Fig. 1: run 1, routing congestion
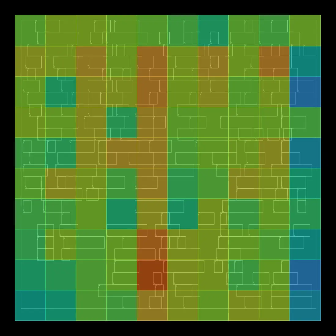
Fig. 2: run 1, metal 1
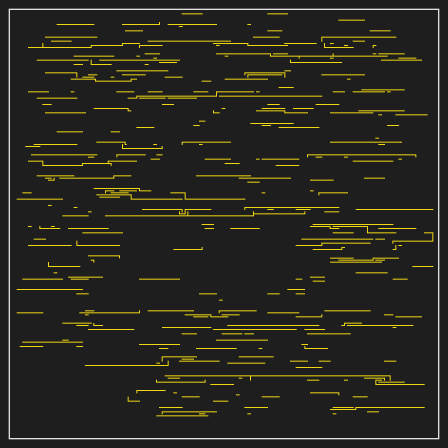
Fig. 3: run 1, cells colored by class
Fill, decap, tap and diode cells in gray.
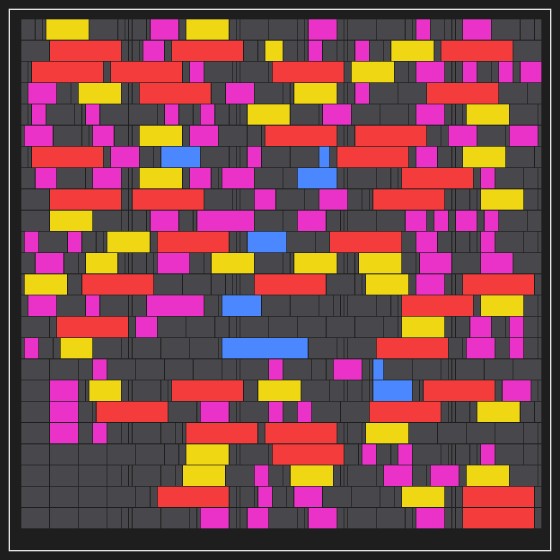
Fig. 4: run 1, port wiring
Scale bar: 20 um.
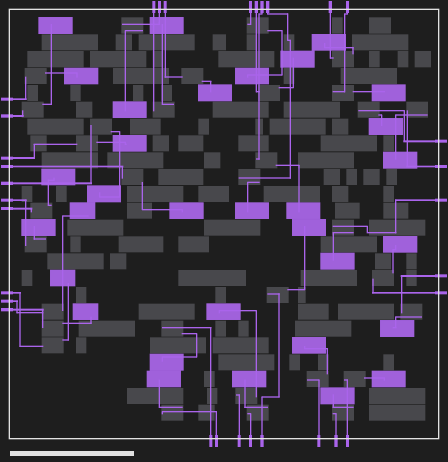
==> config.mk <==
export PLATFORM = sky130hd
export DESIGN_NAME = write_register
export DESIGN_NICKNAME = d
export VERILOG_FILES = /design/src/rtl/write_register.sv
export SDC_FILE = /design/constraint.sdc
export NUM_CORES = 1
export LEC_CHECK = 0
export CAP_MARGIN = 20
export CELL_PAD_IN_SITES_DETAIL_PLACEMENT = 1
export CELL_PAD_IN_SITES_GLOBAL_PLACEMENT = 1
export CORE_UTILIZATION = 31
export DETAILED_ROUTE_END_ITERATION = 8
export PLACE_DENSITY_LB_ADDON = 0.2
export SETUP_SLACK_MARGIN = 0.2
export SYNTH_ARGS = -nofsm -noshare
export SYNTH_HDL_FRONTEND = slang
export SYNTH_SLANG_ARGS = --single-unit
==> constraint.sdc <==
create_clock -name clk -period 1.3 [get_ports clk]
set_input_delay 0.26 -clock clk [delete_from_list [all_inputs] [get_ports clk]]
set_output_delay 0.26 -clock clk [all_outputs]
set_load 0.01 [all_outputs]
==> out/results.ini, run 1 <==
[placed_design]
place_congestion = 0.707
place_ws_ns = 0.138
post_dp_cell_area_mm2 = 0.00211
dp.cells = 190
dp_hpwl_mm = 2.39

[setup_path]
arrival_ns = 0.82
required_ns = 1.04
worstPathMaxFanout = 2
crit_family = flip-flops
path_buffers = 1
slowest_delay_ns = 0.39
critPathLaunchType = flop
r2r_setup_slack_ns = 0.39
critical_path_depth = 1
slowest_stage = dfrtp_1
criticalPathCategory = reg2out
crit_chain = buf_2
cp-end-kind = output port
worst-r2r-cell-count = 2

[floorplan]
die_w_um = 69.1
die_height_um = 69.1
fp_util = 0.321
dieArea_mm2 = 0.00478

[timing]
slew_headroom = 0.707
whs_ns = 0.361
clock.fmax_mhz = 927
tightest_slew_ns = 0.440
drv_slew = 0
min_period_ns = 1.08
rsz0062_at_grt = yes
fin_crit_sh = 0.830
setup_slack_ns = 0.221
skew_ns = 0
setup-tns-final_ns = 0
hold_viol = 0
report.final.setup_viol = 0

[status]
status = complete, no violations

[finish]
num-fill-cells = 447
drive_gt1_frac = 0.560
regArea_um2 = 851
syn_to_final_growth_pct = 55.3
final_nets = 193
instances_no_fill = 211
mi_logic_area_um2 = 475
antenna_cells = 0
largest_reg_flops = 32

[pwr]
powerDensity_mw_per_mm2 = 1260
totalPowerFinal_mw = 2.72
ir_drop_mv = 0.637
leakage_nw = 1.06

[hold_path]
min_path_type = in2reg
whs_path_depth = 2

[clock_tree]
numCtsBuffers = 5
clock_sinks = 34
cts_root_buffer = clkbuf_8
clk_path_buf_depth = 2
clk_pin_slew_ns = 0.07
clk_latency_ns = 0.28
cts_tree = yes
htreeDepth = 2

[drt]
wl_per_cell_um = 15.9
drc = 0
drt_iter0_drc = 19
drt-pass1-iter-count = 3
vias_per_cell = 4.41
ant_nets = 0

[synth]
ys_cells = 71
synth_flop_count = 34
yosysUniqueCellTypes = 6
ys_seq_share = 0.609
ys_chip_area_mm2 = 0.00140
floorplan.nets = 106
avgSynthCellArea_um2 = 19.7
synthCells = 71
synth.cell_area_mm2 = 0.00140
ys_warn_count = 0

[global_routing]
grt_pass1_vias = 1060
antenna_found_initial = 0
grt.overflow.total = 0
grt_max_degree = 24
grt_use_total = 0.151
grt_pass1_wl_mm = 5.52

[job]
warnings = 27
maxCapViolCount = 0

About Fig. 1:
met2 Use GR: 0.236
Final Util: 0.499
met3 usage: 0.0556
M1 GR Usage: 0.190
busiest grt layer: met2

About Fig. 2:
nets with wire on the layer: 164
wire length on this layer: 1380 um
main direction: horizontal
Vias: 931
final wirelength: 3.36 mm

About Fig. 3:
| class | color | cells | share of their area |
|---|---|---|---|
| clock drivers and dummy loads | blue | 8 | 5.1% |
| combinational and other logic | yellow | 33 | 23% |
| sequential cells | red | 34 | 40% |
| remaining buffers and delay cells | magenta | 84 | 32% |
row cnt: 24
area of the core: 0.00435 mm^2
design area: 0.00217 mm^2
Seq area share: 0.392

About Fig. 4:
| port | color | bits | direction | end cells | buffers | wire |
|---|---|---|---|---|---|---|
| data | purple | 32 | input | 32 | 32 | 715 um |
# IOs: 69
Port Buffer Count: 68

==> run 1: final cells by class <==
cell class / instances / area share
flip-flops and latches: 34 / 0.392
repair buffers: 84 / 0.310
multi-input cells: 33 / 0.219
clock buffers: 7 / 0.0352
well taps: 52 / 0.0300
clock inverters: 1 / 0.0138
==> run 1: logic make-up (layout without fill, tap and decap cells) <==
group	count (synthesis)	count (layout)	synth area share
DFF	34	34	0.609
muxes	32	32	0.336
buffers and inverters	4	92	0.0510
and+or+nand+nor	1	1	0.00448
==> run 1: layer usage <==
layer	routed length, um	track usage	vias to the layer above	part of all wire
li1	-	-	417	-
met3	226	0.0556	6	0.067
met1	1380	0.190	470	0.41
met4	48	0.0544	0	0.014
met5	0	0	-	0
met2	1710	0.236	38	0.51
==> run 1: power by group <==
part | internal [mW] | leakage, nW | switching [mW] | total, mW
Clock | 0.573 | 0.0524 | 0.369 | 0.942
Combinational | 0.367 | 0.611 | 0.201 | 0.568
Sequential | 1.16 | 0.395 | 0.0552 | 1.21
==> run 1: synth_stat cells <==
cell	number	area [um^2]
or2_1	1	6.26
dfrtp_1	34	851
mux2_2	3	33.8
buf_12	3	60.1
buf_6	1	11.3
mux2_4	29	435
==> run 1: layout by cell type (no fill, tap or decap) <==
cell             count
bufinv_16            1
dfrtp_1             34
clkdlybuf4s50_1     32
buf_4               13
mux2_4              29
mux2_2               3
buf_2               32
clkbuf_8             5
clkbuf_1             2
buf_12               2
or2_1                1
buf_6                4
dlygate4sd3_1        1
==> run 1: timing repair <==
action	4_1_cts	5_1_grt
hold buffers	1	0
pin swaps	0	0
resized	136	4
setup endpoints to repair	34	20
endpoints found under the hold margin	17	0
buffers inserted	6	6
Fig. 5: run 1, routed clock nets over the placement
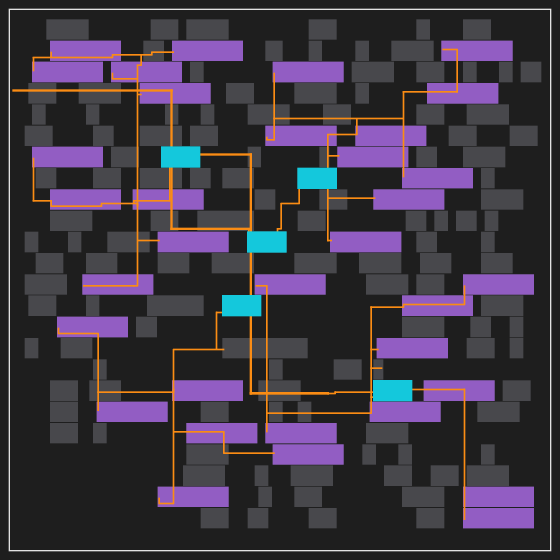

==> run 1 -> run 2 <==
--- a/config.mk
+++ b/config.mk
@@ -8,7 +8,7 @@
 export CAP_MARGIN = 20
 export CELL_PAD_IN_SITES_DETAIL_PLACEMENT = 1
 export CELL_PAD_IN_SITES_GLOBAL_PLACEMENT = 1
-export CORE_UTILIZATION = 31
+export CORE_UTILIZATION = 28
 export DETAILED_ROUTE_END_ITERATION = 8
 export PLACE_DENSITY_LB_ADDON = 0.2
 export SETUP_SLACK_MARGIN = 0.2
==> constraint.sdc (replaced) <==
create_clock -name clk -period 0.9 [get_ports clk]
set_input_delay 0.18 -clock clk [delete_from_list [all_inputs] [get_ports clk]]
set_output_delay 0.18 -clock clk [all_outputs]
set_load 0.01 [all_outputs]
Fig. 6: run 2, routed clock nets over the placement
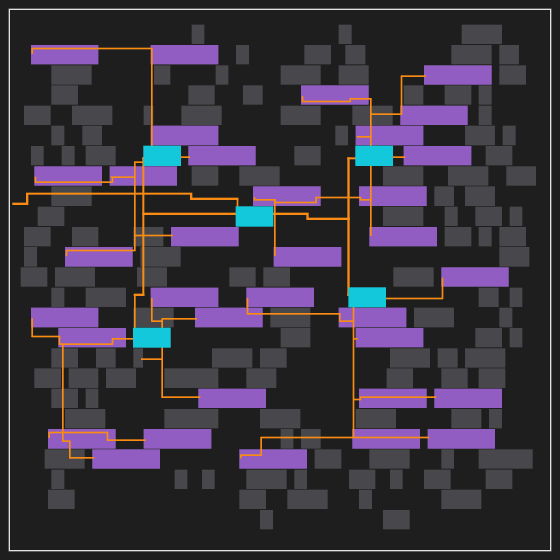
[clock wires] orange | length: 434 um
[clock drivers] cyan | count: 5
[flip-flops] purple | count: 34
flops lie: all over the die
Skew-Pair Late Insertion Delay: 0.27 ns
Clk. pwr: 1.04 mW

Fig. 7: run 2, routing congestion
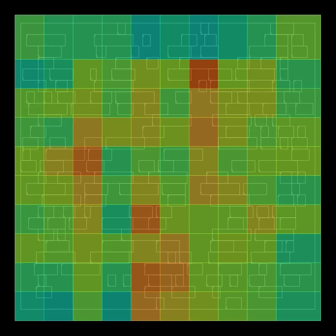
post-DR wirelength/cell: 14.8 um
met3 usage: 0.0442
Final Util: 0.472

==> out/results.ini, run 2 <==
[status]
status = complete, but fails checks
violations = negative setup slack

[job]
maxCapViolCount = 0  ; unchanged
warnings = 29  ; +7.4%

[timing]
slew_headroom = 0.875  ; +0.168
skew_ns = 0  ; unchanged
min_period_ns = 0.991
fin_crit_sh = 1.10
tightest_slew_ns = 0.188  ; -0.252 ns
setup_slack_ns = -0.0910  ; -0.312 ns
drv_slew = 0  ; unchanged
rsz0062_at_grt = yes
whs_ns = 0.250  ; -0.111 ns
hold_viol = 0  ; unchanged
clock.fmax_mhz = 1010
report.final.setup_viol = 35  ; +35

[setup_path]
cp-end-kind = output port
worst-r2r-cell-count = 3  ; +1
criticalPathCategory = reg2out
required_ns = 0.72  ; -0.32 ns
slowest_stage = dfrtp_1
critical_path_depth = 1  ; unchanged
crit_chain = buf_2
r2r_setup_slack_ns = -0.06  ; -0.45 ns
path_buffers = 1  ; unchanged
arrival_ns = 0.81  ; about the same
crit_family = flip-flops
worstPathMaxFanout = 2  ; unchanged
critPathLaunchType = flop
slowest_delay_ns = 0.39  ; about the same

[drt]
drt-pass1-iter-count = 4  ; +1
vias_per_cell = 4.08  ; -7.5%
ant_nets = 0  ; unchanged
via_count = 935  ; +0.43%
drt_iter0_drc = 13  ; -6
drc = 0  ; unchanged

[floorplan]
core-area_mm2 = 0.00475  ; +9.2%
die_w_um = 72.7  ; +5.1%
die_height_um = 72.7  ; +5.1%
rows = 25  ; +4.2%
fp_util = 0.294  ; -0.0270
io-pin-count = 69  ; unchanged
dieArea_mm2 = 0.00528  ; +10%

[global_routing]
grt_max_degree = 35  ; +46%
grt_use_total = 0.135  ; -0.0158
antenna_found_initial = 0  ; unchanged
grt_pass1_vias = 1039  ; -2.0%
grt.overflow.total = 0  ; unchanged
grt_pass1_wl_mm = 5.26  ; -4.8%

[pwr]
combPwrFrac = 0.242  ; +0.034
p_sw_uw = 887  ; +42%
ir_drop_mv = 0.782  ; +23%
leakage_nw = 1.09  ; +2.8%
powerDensity_mw_per_mm2 = 1640  ; +31%
intPower_mw = 2.80  ; +33%
p_clk_frac = 0.281  ; -0.065
totalPowerFinal_mw = 3.69  ; +35%
p_seq_frac = 0.477  ; +0.031
p_sw_frac = 0.241  ; +0.0113

[synth]
floorplan.nets = 106  ; unchanged
ys_seq_share = 0.609  ; unchanged
ys_chip_area_mm2 = 0.00140  ; unchanged
synth.cell_area_mm2 = 0.00140  ; unchanged
synth_top_area_share = 0.609  ; unchanged
avgSynthCellArea_um2 = 19.7  ; unchanged
synth.most_common_cell = dfrtp_1
area_leaders = dfrtp_1 61%, mux2_4 31%, buf_12 4.3%, mux2_2 2.4%, buf_6 0.81%
top_cells_by_count = 34 x dfrtp_1, 29 x mux2_4, 3 x buf_12, 3 x mux2_2
ys.flop_type = dfrtp_1
synth_flop_count = 34  ; unchanged
yosysUniqueCellTypes = 6  ; unchanged
top_area_cell = dfrtp_1
ys_warn_count = 0  ; unchanged
synthCells = 71  ; unchanged
ys_cells = 71  ; unchanged
synthArstFlopShare = 1.00  ; unchanged
edf_count = 0  ; unchanged

[placed_design]
place_congestion = 0.750  ; +6.1%
dp.cells = 206  ; +8.4%
port_buffers = 68  ; unchanged
dp_hpwl_mm = 2.33  ; -2.5%

[clock_tree]
numCtsBuffers = 5  ; unchanged
cts_root_buffer = clkbuf_8
clk_pin_slew_ns = 0.06  ; about the same
clock_sinks = 34  ; unchanged
htreeDepth = 2  ; unchanged
clk_path_buf_depth = 2  ; unchanged
cts_tree = yes

[finish]
instances_no_fill = 229  ; +8.5%
syn_to_final_growth_pct = 60.6
drive_gt1_frac = 0.568  ; +0.00815
antenna_cells = 0  ; unchanged
mi_logic_area_um2 = 483  ; +1.6%
largest_reg_flops = 32  ; unchanged
lay_top_cells = 34 x dfrtp_1, 33 x clkdlybuf4s50_1, 31 x mux2_4, 30 x buf_2, 12 x buf_6
regArea_um2 = 851  ; unchanged
num-fill-cells = 506  ; +13%
final_nets = 197  ; +2.1%
lay_top_count = dfrtp_1

[hold_path]
min_path_type = in2reg
whs_path_depth = 2  ; unchanged

Fig. 8: run 2, metal 1
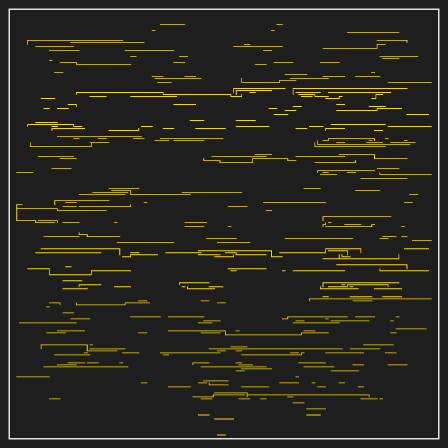
main direction: horizontal
share of all routed wire: 43%
wire length on this layer: 1460 um
nets with wire on the layer: 168
longest straight run: 22.5 um
M1 GR Usage: 0.165
final wirelength: 3.40 mm

[run 2: per-stage QoR]
step | setup TNS [ns] | instance area (um^2) | util | setup WS (ns)
6_report | -2.61 | 2240 | 0.472 | -0.0910
5_1_grt | -3.89 | 2240 | 0.472 | -0.125
2_1_floorplan | 0 | 1410 | - | 0.0573
3_5_place_dp | -7.29 | 2150 | 0.453 | -0.176
3_3_place_gp | -6.66 | 2150 | 0.453 | -0.172
4_1_cts | -2.98 | 2160 | 0.455 | -0.108
[run 2: timing repair]
action,in CTS,in global routing
hold buffers,0,0
pin swaps,1,0
hold endpoints to repair,0,0
setup buffers,11,5
setup endpoints to repair,67,67
resized,140,10
[run 2: power by group through the flow]
| stage | clock network (mW) | registers, mW | logic, mW |
|---|---|---|---|
| 2_1_floorplan | 0 | 1.85 | 0.297 |
| 3_3_place_gp | 0 | 1.77 | 0.869 |
| 3_5_place_dp | 0 | 1.78 | 0.883 |
| 4_1_cts | 1.09 | 1.75 | 0.836 |
| 5_1_grt | 1.14 | 1.78 | 0.951 |
| 6_report | 1.04 | 1.76 | 0.891 |
[run 2: layer usage]
| metal | GRT usage | routed length, um | up-vias |
|---|---|---|---|
| met5 | 0 | 0 | - |
| met4 | 0.0392 | 36 | 0 |
| met3 | 0.0442 | 275 | 6 |
| met2 | 0.226 | 1630 | 49 |
| met1 | 0.165 | 1460 | 456 |
| li1 | - | - | 424 |
[run 2: cell families (layout without fill, tap and decap cells)]
kind of cell,Yosys count,count (layout),share of synthesized area
buf+inv,4,95,0.0510
mux,32,32,0.336
flops,34,34,0.609
simple gates,1,1,0.00448
[run 2: final cells by class]
cell class | instances | area share
clock buffer | 7 | 0.0340
multi-input combinational | 33 | 0.215
sequential | 34 | 0.379
tap | 67 | 0.0373
timing repair buffer | 88 | 0.334
Power figures rest on the tool's default switching activity, not on a simulated workload.
